==> images/io_fan.png <==
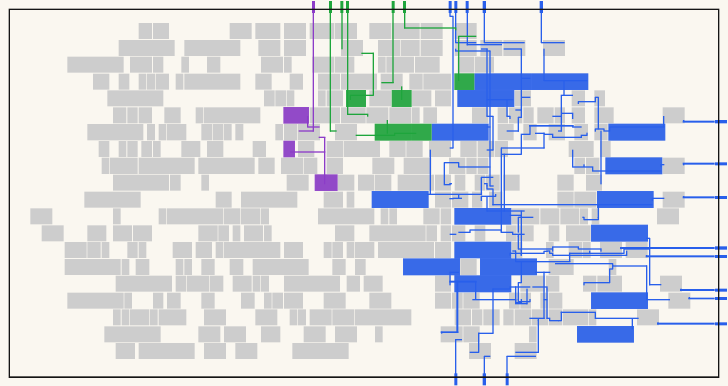
==> images/congestion.png <==
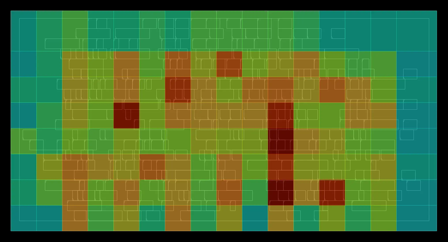
==> images/metal_density.png <==
The bar under the picture is 20 µm long. The die is cut into 23 by 12 equal tiles; dark purple is low, yellow is high, scaled to the fullest tile. Values are wire area over tile area, all layers added.
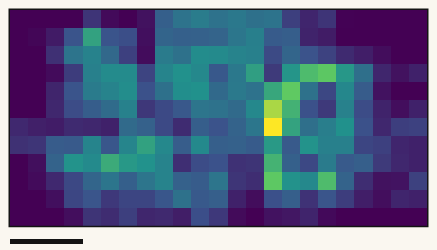
==> images/placement_by_type.png <==
The bar under the picture is 20 µm long.
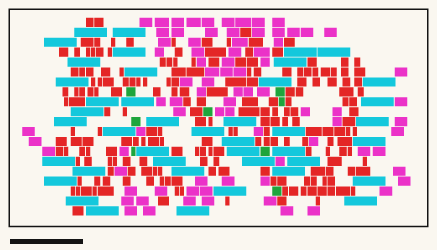
[src/rtl/hazard_stall_ctrl_if.sv]
// Hazard-sequencer bundle: ID/EX/MEM hazard sources in, pipeline enables,
// flush/hold strobes and performance counters out.
interface hazard_stall_ctrl_if #(
    parameter int REG_AW = 5,
    parameter int CNT_W  = 16
);
    logic [REG_AW-1:0] id_rs1;
    logic [REG_AW-1:0] id_rs2;
    logic              id_use_rs1;
    logic              id_use_rs2;
    logic              ex_memread;
    logic [REG_AW-1:0] ex_rd;
    logic              mem_branch_taken;
    logic              mem_dmem_req;
    logic              dmem_ready;
    logic              cnt_clr;

    logic              pc_write;
    logic              if_id_write;
    logic              ctrl_stall;
    logic              if_id_flush;
    logic              ex_mem_flush;
    logic              pipe_hold;
    logic              mem_timeout;
    logic [CNT_W-1:0]  stall_cycles;
    logic [CNT_W-1:0]  flush_events;

    modport master (
        output id_rs1, id_rs2, id_use_rs1, id_use_rs2, ex_memread, ex_rd,
               mem_branch_taken, mem_dmem_req, dmem_ready, cnt_clr,
        input  pc_write, if_id_write, ctrl_stall, if_id_flush, ex_mem_flush,
               pipe_hold, mem_timeout, stall_cycles, flush_events
    );

    modport slave (
        input  id_rs1, id_rs2, id_use_rs1, id_use_rs2, ex_memread, ex_rd,
               mem_branch_taken, mem_dmem_req, dmem_ready, cnt_clr,
        output pc_write, if_id_write, ctrl_stall, if_id_flush, ex_mem_flush,
               pipe_hold, mem_timeout, stall_cycles, flush_events
    );
endinterface

[src/rtl/hazard_stall_ctrl.sv]
// Pipeline hazard sequencer: load-use bubbles, taken-branch flushes, dmem wait
// freezes with a sticky timeout, and saturating hazard performance counters.
module hazard_stall_ctrl #(
    parameter int REG_AW  = 5,
    parameter int CNT_W   = 16,
    parameter int TIMEOUT = 64
) (
    input logic                clk,
    input logic                reset,
    hazard_stall_ctrl_if.slave bus
);
    localparam int WCNT_W = $clog2(TIMEOUT + 1);

    typedef enum logic [1:0] {
        ST_RUN      = 2'd0,
        ST_MEM_WAIT = 2'd1,
        ST_ERROR    = 2'd2
    } state_t;

    state_t            state_r;
    state_t            state_nxt_s;
    logic [WCNT_W-1:0] wait_cnt_r;
    logic [WCNT_W-1:0] wait_cnt_nxt_s;
    logic              mem_timeout_r;
    logic              timeout_set_s;
    logic [CNT_W-1:0]  stall_cnt_r;
    logic [CNT_W-1:0]  stall_cnt_nxt_s;
    logic [CNT_W-1:0]  flush_cnt_r;
    logic [CNT_W-1:0]  flush_cnt_nxt_s;

    logic              rs1_hit_s;
    logic              rs2_hit_s;
    logic              load_use_s;
    logic              mem_wait_s;
    logic              stall_inc_s;
    logic              flush_inc_s;

    logic              dec_pc_write_s;
    logic              dec_if_id_write_s;
    logic              dec_ctrl_stall_s;
    logic              dec_if_id_flush_s;
    logic              dec_ex_mem_flush_s;
    logic              dec_pipe_hold_s;

    logic              pc_write_s;
    logic              if_id_write_s;
    logic              ctrl_stall_s;
    logic              if_id_flush_s;
    logic              ex_mem_flush_s;
    logic              pipe_hold_s;

    // Hazard sources; a load into x0 never creates a dependency
    always_comb begin
        rs1_hit_s  = bus.id_use_rs1 && (bus.id_rs1 == bus.ex_rd);
        rs2_hit_s  = bus.id_use_rs2 && (bus.id_rs2 == bus.ex_rd);
        load_use_s = bus.ex_memread && (bus.ex_rd != {REG_AW{1'b0}})
                     && (rs1_hit_s || rs2_hit_s);
        mem_wait_s = bus.mem_dmem_req && !bus.dmem_ready;
    end

    // Next-state and output decode
    always_comb begin
        state_nxt_s        = state_r;
        wait_cnt_nxt_s     = wait_cnt_r;
        timeout_set_s      = 1'b0;
        stall_inc_s        = 1'b0;
        flush_inc_s        = 1'b0;
        dec_pc_write_s     = 1'b1;
        dec_if_id_write_s  = 1'b1;
        dec_ctrl_stall_s   = 1'b0;
        dec_if_id_flush_s  = 1'b0;
        dec_ex_mem_flush_s = 1'b0;
        dec_pipe_hold_s    = 1'b0;

        case (state_r)
            ST_RUN, ST_MEM_WAIT: begin
                if (mem_wait_s) begin
                    dec_pc_write_s    = 1'b0;
                    dec_if_id_write_s = 1'b0;
                    dec_pipe_hold_s   = 1'b1;
                    stall_inc_s       = 1'b1;
                    if (state_r == ST_RUN) begin
                        state_nxt_s    = ST_MEM_WAIT;
                        wait_cnt_nxt_s = WCNT_W'(1);
                    end else if (wait_cnt_r >= WCNT_W'(TIMEOUT - 1)) begin
                        // This cycle is the TIMEOUT-th consecutive wait
                        state_nxt_s    = ST_ERROR;
                        wait_cnt_nxt_s = WCNT_W'(TIMEOUT);
                        timeout_set_s  = 1'b1;
                    end else begin
                        state_nxt_s    = ST_MEM_WAIT;
                        wait_cnt_nxt_s = wait_cnt_r + WCNT_W'(1);
                    end
                end else begin
                    state_nxt_s    = ST_RUN;
                    wait_cnt_nxt_s = {WCNT_W{1'b0}};
                    if (bus.mem_branch_taken) begin
                        dec_if_id_flush_s  = 1'b1;
                        dec_ctrl_stall_s   = 1'b1;
                        dec_ex_mem_flush_s = 1'b1;
                        flush_inc_s        = 1'b1;
                    end else if (load_use_s) begin
                        dec_pc_write_s    = 1'b0;
                        dec_if_id_write_s = 1'b0;
                        dec_ctrl_stall_s  = 1'b1;
                        stall_inc_s       = 1'b1;
                    end else begin
                        dec_pc_write_s    = 1'b1;
                        dec_if_id_write_s = 1'b1;
                    end
                end
            end
            ST_ERROR: begin
                dec_pc_write_s    = 1'b0;
                dec_if_id_write_s = 1'b0;
                dec_pipe_hold_s   = 1'b1;
                state_nxt_s       = ST_ERROR;
            end
            default: begin
                state_nxt_s    = ST_RUN;
                wait_cnt_nxt_s = {WCNT_W{1'b0}};
            end
        endcase
    end

    // Outputs read as a free-running pipeline while reset is asserted
    always_comb begin
        if (reset) begin
            pc_write_s     = 1'b1;
            if_id_write_s  = 1'b1;
            ctrl_stall_s   = 1'b0;
            if_id_flush_s  = 1'b0;
            ex_mem_flush_s = 1'b0;
            pipe_hold_s    = 1'b0;
        end else begin
            pc_write_s     = dec_pc_write_s;
            if_id_write_s  = dec_if_id_write_s;
            ctrl_stall_s   = dec_ctrl_stall_s;
            if_id_flush_s  = dec_if_id_flush_s;
            ex_mem_flush_s = dec_ex_mem_flush_s;
            pipe_hold_s    = dec_pipe_hold_s;
        end
    end

    // Saturating counters; clear wins over any increment
    always_comb begin
        if (bus.cnt_clr) begin
            stall_cnt_nxt_s = {CNT_W{1'b0}};
            flush_cnt_nxt_s = {CNT_W{1'b0}};
        end else begin
            if (stall_inc_s && (stall_cnt_r != {CNT_W{1'b1}})) begin
                stall_cnt_nxt_s = stall_cnt_r + CNT_W'(1);
            end else begin
                stall_cnt_nxt_s = stall_cnt_r;
            end
            if (flush_inc_s && (flush_cnt_r != {CNT_W{1'b1}})) begin
                flush_cnt_nxt_s = flush_cnt_r + CNT_W'(1);
            end else begin
                flush_cnt_nxt_s = flush_cnt_r;
            end
        end
    end

    // State, wait counter and sticky timeout flag
    always_ff @(posedge clk or posedge reset) begin
        if (reset) begin
            state_r       <= ST_RUN;
            wait_cnt_r    <= {WCNT_W{1'b0}};
            mem_timeout_r <= 1'b0;
        end else begin
            state_r       <= state_nxt_s;
            wait_cnt_r    <= wait_cnt_nxt_s;
            mem_timeout_r <= mem_timeout_r | timeout_set_s;
        end
    end

    // Performance counters
    always_ff @(posedge clk or posedge reset) begin
        if (reset) begin
            stall_cnt_r <= {CNT_W{1'b0}};
            flush_cnt_r <= {CNT_W{1'b0}};
        end else begin
            stall_cnt_r <= stall_cnt_nxt_s;
            flush_cnt_r <= flush_cnt_nxt_s;
        end
    end

    assign bus.pc_write     = pc_write_s;
    assign bus.if_id_write  = if_id_write_s;
    assign bus.ctrl_stall   = ctrl_stall_s;
    assign bus.if_id_flush  = if_id_flush_s;
    assign bus.ex_mem_flush = ex_mem_flush_s;
    assign bus.pipe_hold    = pipe_hold_s;
    assign bus.mem_timeout  = mem_timeout_r;
    assign bus.stall_cycles = stall_cnt_r;
    assign bus.flush_events = flush_cnt_r;
endmodule

[src/flat_wrapper.sv]
// flat-port wrapper written by rule: the top's interface ports become plain ports
module hazard_stall_ctrl_flat 
#(
    parameter int REG_AW  = 5,
    parameter int CNT_W   = 16,
    parameter int TIMEOUT = 64
)
  (clk, reset, bus_id_rs1, bus_id_rs2, bus_id_use_rs1, bus_id_use_rs2, bus_ex_memread, bus_ex_rd, bus_mem_branch_taken, bus_mem_dmem_req, bus_dmem_ready, bus_cnt_clr, bus_pc_write, bus_if_id_write, bus_ctrl_stall, bus_if_id_flush, bus_ex_mem_flush, bus_pipe_hold, bus_mem_timeout, bus_stall_cycles, bus_flush_events);
  hazard_stall_ctrl_if #(.REG_AW(REG_AW), .CNT_W(CNT_W)) bus_i ();
  input logic clk;
  input logic reset;
  input wire logic [$bits(bus_i.id_rs1)-1:0] bus_id_rs1;
  input wire logic [$bits(bus_i.id_rs2)-1:0] bus_id_rs2;
  input wire logic [$bits(bus_i.id_use_rs1)-1:0] bus_id_use_rs1;
  input wire logic [$bits(bus_i.id_use_rs2)-1:0] bus_id_use_rs2;
  input wire logic [$bits(bus_i.ex_memread)-1:0] bus_ex_memread;
  input wire logic [$bits(bus_i.ex_rd)-1:0] bus_ex_rd;
  input wire logic [$bits(bus_i.mem_branch_taken)-1:0] bus_mem_branch_taken;
  input wire logic [$bits(bus_i.mem_dmem_req)-1:0] bus_mem_dmem_req;
  input wire logic [$bits(bus_i.dmem_ready)-1:0] bus_dmem_ready;
  input wire logic [$bits(bus_i.cnt_clr)-1:0] bus_cnt_clr;
  output wire logic [$bits(bus_i.pc_write)-1:0] bus_pc_write;
  output wire logic [$bits(bus_i.if_id_write)-1:0] bus_if_id_write;
  output wire logic [$bits(bus_i.ctrl_stall)-1:0] bus_ctrl_stall;
  output wire logic [$bits(bus_i.if_id_flush)-1:0] bus_if_id_flush;
  output wire logic [$bits(bus_i.ex_mem_flush)-1:0] bus_ex_mem_flush;
  output wire logic [$bits(bus_i.pipe_hold)-1:0] bus_pipe_hold;
  output wire logic [$bits(bus_i.mem_timeout)-1:0] bus_mem_timeout;
  output wire logic [$bits(bus_i.stall_cycles)-1:0] bus_stall_cycles;
  output wire logic [$bits(bus_i.flush_events)-1:0] bus_flush_events;
  assign bus_i.id_rs1 = bus_id_rs1;
  assign bus_i.id_rs2 = bus_id_rs2;
  assign bus_i.id_use_rs1 = bus_id_use_rs1;
  assign bus_i.id_use_rs2 = bus_id_use_rs2;
  assign bus_i.ex_memread = bus_ex_memread;
  assign bus_i.ex_rd = bus_ex_rd;
  assign bus_i.mem_branch_taken = bus_mem_branch_taken;
  assign bus_i.mem_dmem_req = bus_mem_dmem_req;
  assign bus_i.dmem_ready = bus_dmem_ready;
  assign bus_i.cnt_clr = bus_cnt_clr;
  assign bus_pc_write = bus_i.pc_write;
  assign bus_if_id_write = bus_i.if_id_write;
  assign bus_ctrl_stall = bus_i.ctrl_stall;
  assign bus_if_id_flush = bus_i.if_id_flush;
  assign bus_ex_mem_flush = bus_i.ex_mem_flush;
  assign bus_pipe_hold = bus_i.pipe_hold;
  assign bus_mem_timeout = bus_i.mem_timeout;
  assign bus_stall_cycles = bus_i.stall_cycles;
  assign bus_flush_events = bus_i.flush_events;
  hazard_stall_ctrl #(.REG_AW(REG_AW), .CNT_W(CNT_W), .TIMEOUT(TIMEOUT)) u_core (.clk(clk), .reset(reset), .bus(bus_i));
endmodule
[config.mk]
export PLATFORM = sky130hd
export DESIGN_NAME = hazard_stall_ctrl_flat
export DESIGN_NICKNAME = d
export VERILOG_FILES = /design/src/rtl/hazard_stall_ctrl_if.sv /design/src/rtl/hazard_stall_ctrl.sv /design/src/flat_wrapper.sv
export SDC_FILE = /design/constraint.sdc
export NUM_CORES = 1
export LEC_CHECK = 0
export ABC_AREA = 0
export CAP_MARGIN = 20
export CORE_ASPECT_RATIO = 0.5
export CORE_MARGIN = 2
export CORE_UTILIZATION = 39
export CTS_BUF_LIST = sky130_fd_sc_hd__clkbuf_4
export DETAILED_ROUTE_END_ITERATION = 6
export MAX_ROUTING_LAYER = met4
export PLACE_DENSITY = 0.66
export SLEW_MARGIN = 5
export SYNTH_ARGS = -nofsm -noshare
export SYNTH_HDL_FRONTEND = slang
export SYNTH_SLANG_ARGS = --single-unit
[constraint.sdc]
create_clock -name clk -period 2.4 [get_ports clk]
set_input_delay 0.36 -clock clk [delete_from_list [all_inputs] [get_ports clk]]
set_output_delay 0.36 -clock clk [all_outputs]
set_load 0.02 [all_outputs]
==> run_results.csv <==
group,metric,value,unit
final_layout,area_growth,38.38,%
sta,fmax,429.5,MHz
synthesis,top_cell,"dfrtp_1",
global_routing,grt_max_degree,37,
clocking,htreeDepth,2,
clocking,cts_buffers,5,
synthesis,top_cells_by_area,"dfrtp_1 (44%), xor2_1 (4.8%), xnor2_1 (4.4%), nand2_1 (4.0%), nand3_1 (3.8%)",
synthesis,synthCells,255,
placement,routabilityCongestion,0.7734,
placement,portBuffers,62,
critical_path,cp-start-kind,"input pin",
synthesis,yosysTopAreaCell,"dfrtp_1",
sta,fin_crit,2.328,ns
sta,finalMaxSlewViolations,0,
clocking,path_clk_slew,0.12,ns
route,drc,0,
synthesis,synth_flops,42,
placement,pre_cts_ws,-0.3896,ns
route,drtIter0Drc,73,
route,vias,2180,
critical_path,crit_arrival,1.97,ns
min_path,hold_class,"input pin to asynchronous set/reset pin",
synthesis,syn_avg_cell_area,9.308,µm²
synthesis,ys_cells,255,
status,outcome,"finished clean",
floorplanning,row_count,20,
synthesis,flop_cell,"dfrtp_1",
power,p_sw_frac,0.2450,
Back to the opening pictures, io_fan.png:
blue -> bus_stall_cycles  # bits 16, direction output, edge 8 right, 5 top, 3 bottom, end cells 16, buffers 17, wire 686 µm
green -> bus_id_rs1  # bits 5, direction input, edge top, end cells 5, buffers 5, wire 108 µm
purple -> bus_mem_branch_taken  # bits 1, direction input, edge top, end cells 3, buffers 1, wire 39.0 µm

Back to the opening pictures, congestion.png:
met3 Track Usage GR: 0.03579
busiest grt layer: met2
WL per Instance: 14.00 µm
grt met2 use: 0.3010

Back to the opening pictures, metal_density.png:
fullest tile = 0.54
nearly empty tiles = 15%
densest ninth of the die = middle
tiles over half the peak = 9.1%
mean over tiles = 0.13

Back to the opening pictures, placement_by_type.png:
magenta -> other buffers and delay cells  # cells 81, share of their area 24%
cyan -> flops  # cells 42, share of their area 33%
red -> combinational and other logic  # cells 202, share of their area 41%
green -> clock drivers and dummy loads  # cells 8, share of their area 1.7%

## power groups by stage
stage,sequential (mW),combinational [mW],clock [mW]
after detailed placement,0.721,0.111,0
after CTS,0.708,0.111,0.365
after global placement,0.721,0.109,0
after global routing,0.708,0.131,0.393
final,0.707,0.120,0.355
after floorplan,0.721,0.0457,0
## final cells by class
type / count / area (µm²)
tap: 77 / 96.34
fill: 549 / 2696
clock buffer: 6 / 45.04
timing repair buffer: 81 / 774.5
sequential: 42 / 1051
inverter: 4 / 15.01
clock inverter: 2 / 8.758
multi-input combinational: 198 / 1294
## critical path, delay by kind of cell
family | cells | cell delay [ns]
AND-OR/OR-AND | 1 | 0.21
buffers and inverters | 2 | 0.60
AND/OR/NAND/NOR | 5 | 0.79
## metal layers
metal,part of all wire,vias to the layer above
met4,0.014,0
met5,0,-
li1,-,1083
met1,0.48,1040
met2,0.46,48
met3,0.043,9
## kinds of logic after synthesis
family          share of synthesized area
compound gates                     0.1260
xor+xnor                          0.09225
fa+ha+maj                         0.01582
buf+inv                           0.03689
flops                              0.4428
mux                               0.01423
simple gates                       0.2720
## sequential cells by signal, summed over array words and instances, names as in the netlist
| signal | flops |
|---|---|
| u_core.bus.flush_events | 16 |
| u_core.bus.mem_timeout | 1 |
| u_core.bus.stall_cycles | 16 |
| u_core.state_r | 2 |
| u_core.wait_cnt_r | 7 |
## cells in the final DEF, fill, tap and decap left out, types with 2 or more instances in the layout
cell / n
clkdlybuf4s50_1: 56
dfrtp_1: 42
nand2_1: 24
nor2_1: 24
buf_4: 19
nand3_1: 18
a21oi_1: 15
xor2_1: 13
nand4_1: 12
o31ai_1: 11
xnor2_1: 10
o21ai_1: 8
or4_1: 8
and3_1: 7
nor2b_1: 6
clkbuf_4: 6
nand2b_1: 5
nor4_1: 4
mux2_1: 3
inv_1: 3
ha_1: 3
dlymetal6s2s_1: 3
buf_6: 3
xnor2_2: 2
and3_4: 2
or3_1: 2
a21o_1: 2
a311oi_1: 2
## stage by stage
step,cell area (µm²),hold slack (ns),utilization
2_1_floorplan,2374,0.4582,-
3_3_place_gp,3153,0.4511,0.5272
3_5_place_dp,3153,0.4563,0.5272
4_1_cts,3208,0.4039,0.5364
5_1_grt,3284,0.4391,0.5492
6_report,3284,0.4358,0.5492
## worst max-delay path by stage
stage / startpoint / slack (ns) / endpoint
6_report: bus_ex_rd[4] / 0.07 / bus_if_id_write
5_1_grt: bus_ex_rd[4] / -0.001 / bus_ctrl_stall
4_1_cts: bus_ex_rd[1] / 0.005 / bus_ctrl_stall
3_5_place_dp: bus_ex_rd[1] / -0.39 / bus_pc_write
3_3_place_gp: bus_ex_rd[1] / -0.37 / bus_pc_write
2_1_floorplan: reset / 0.09 / bus_pc_write
## what timing repair did
action	4_1_cts	5_1_grt
pin swaps	0	5
buffers inserted	0	1
endpoints found under the setup margin	3	8
resized	13	19
No activity file was given, so power comes from the tool's default toggle rates.
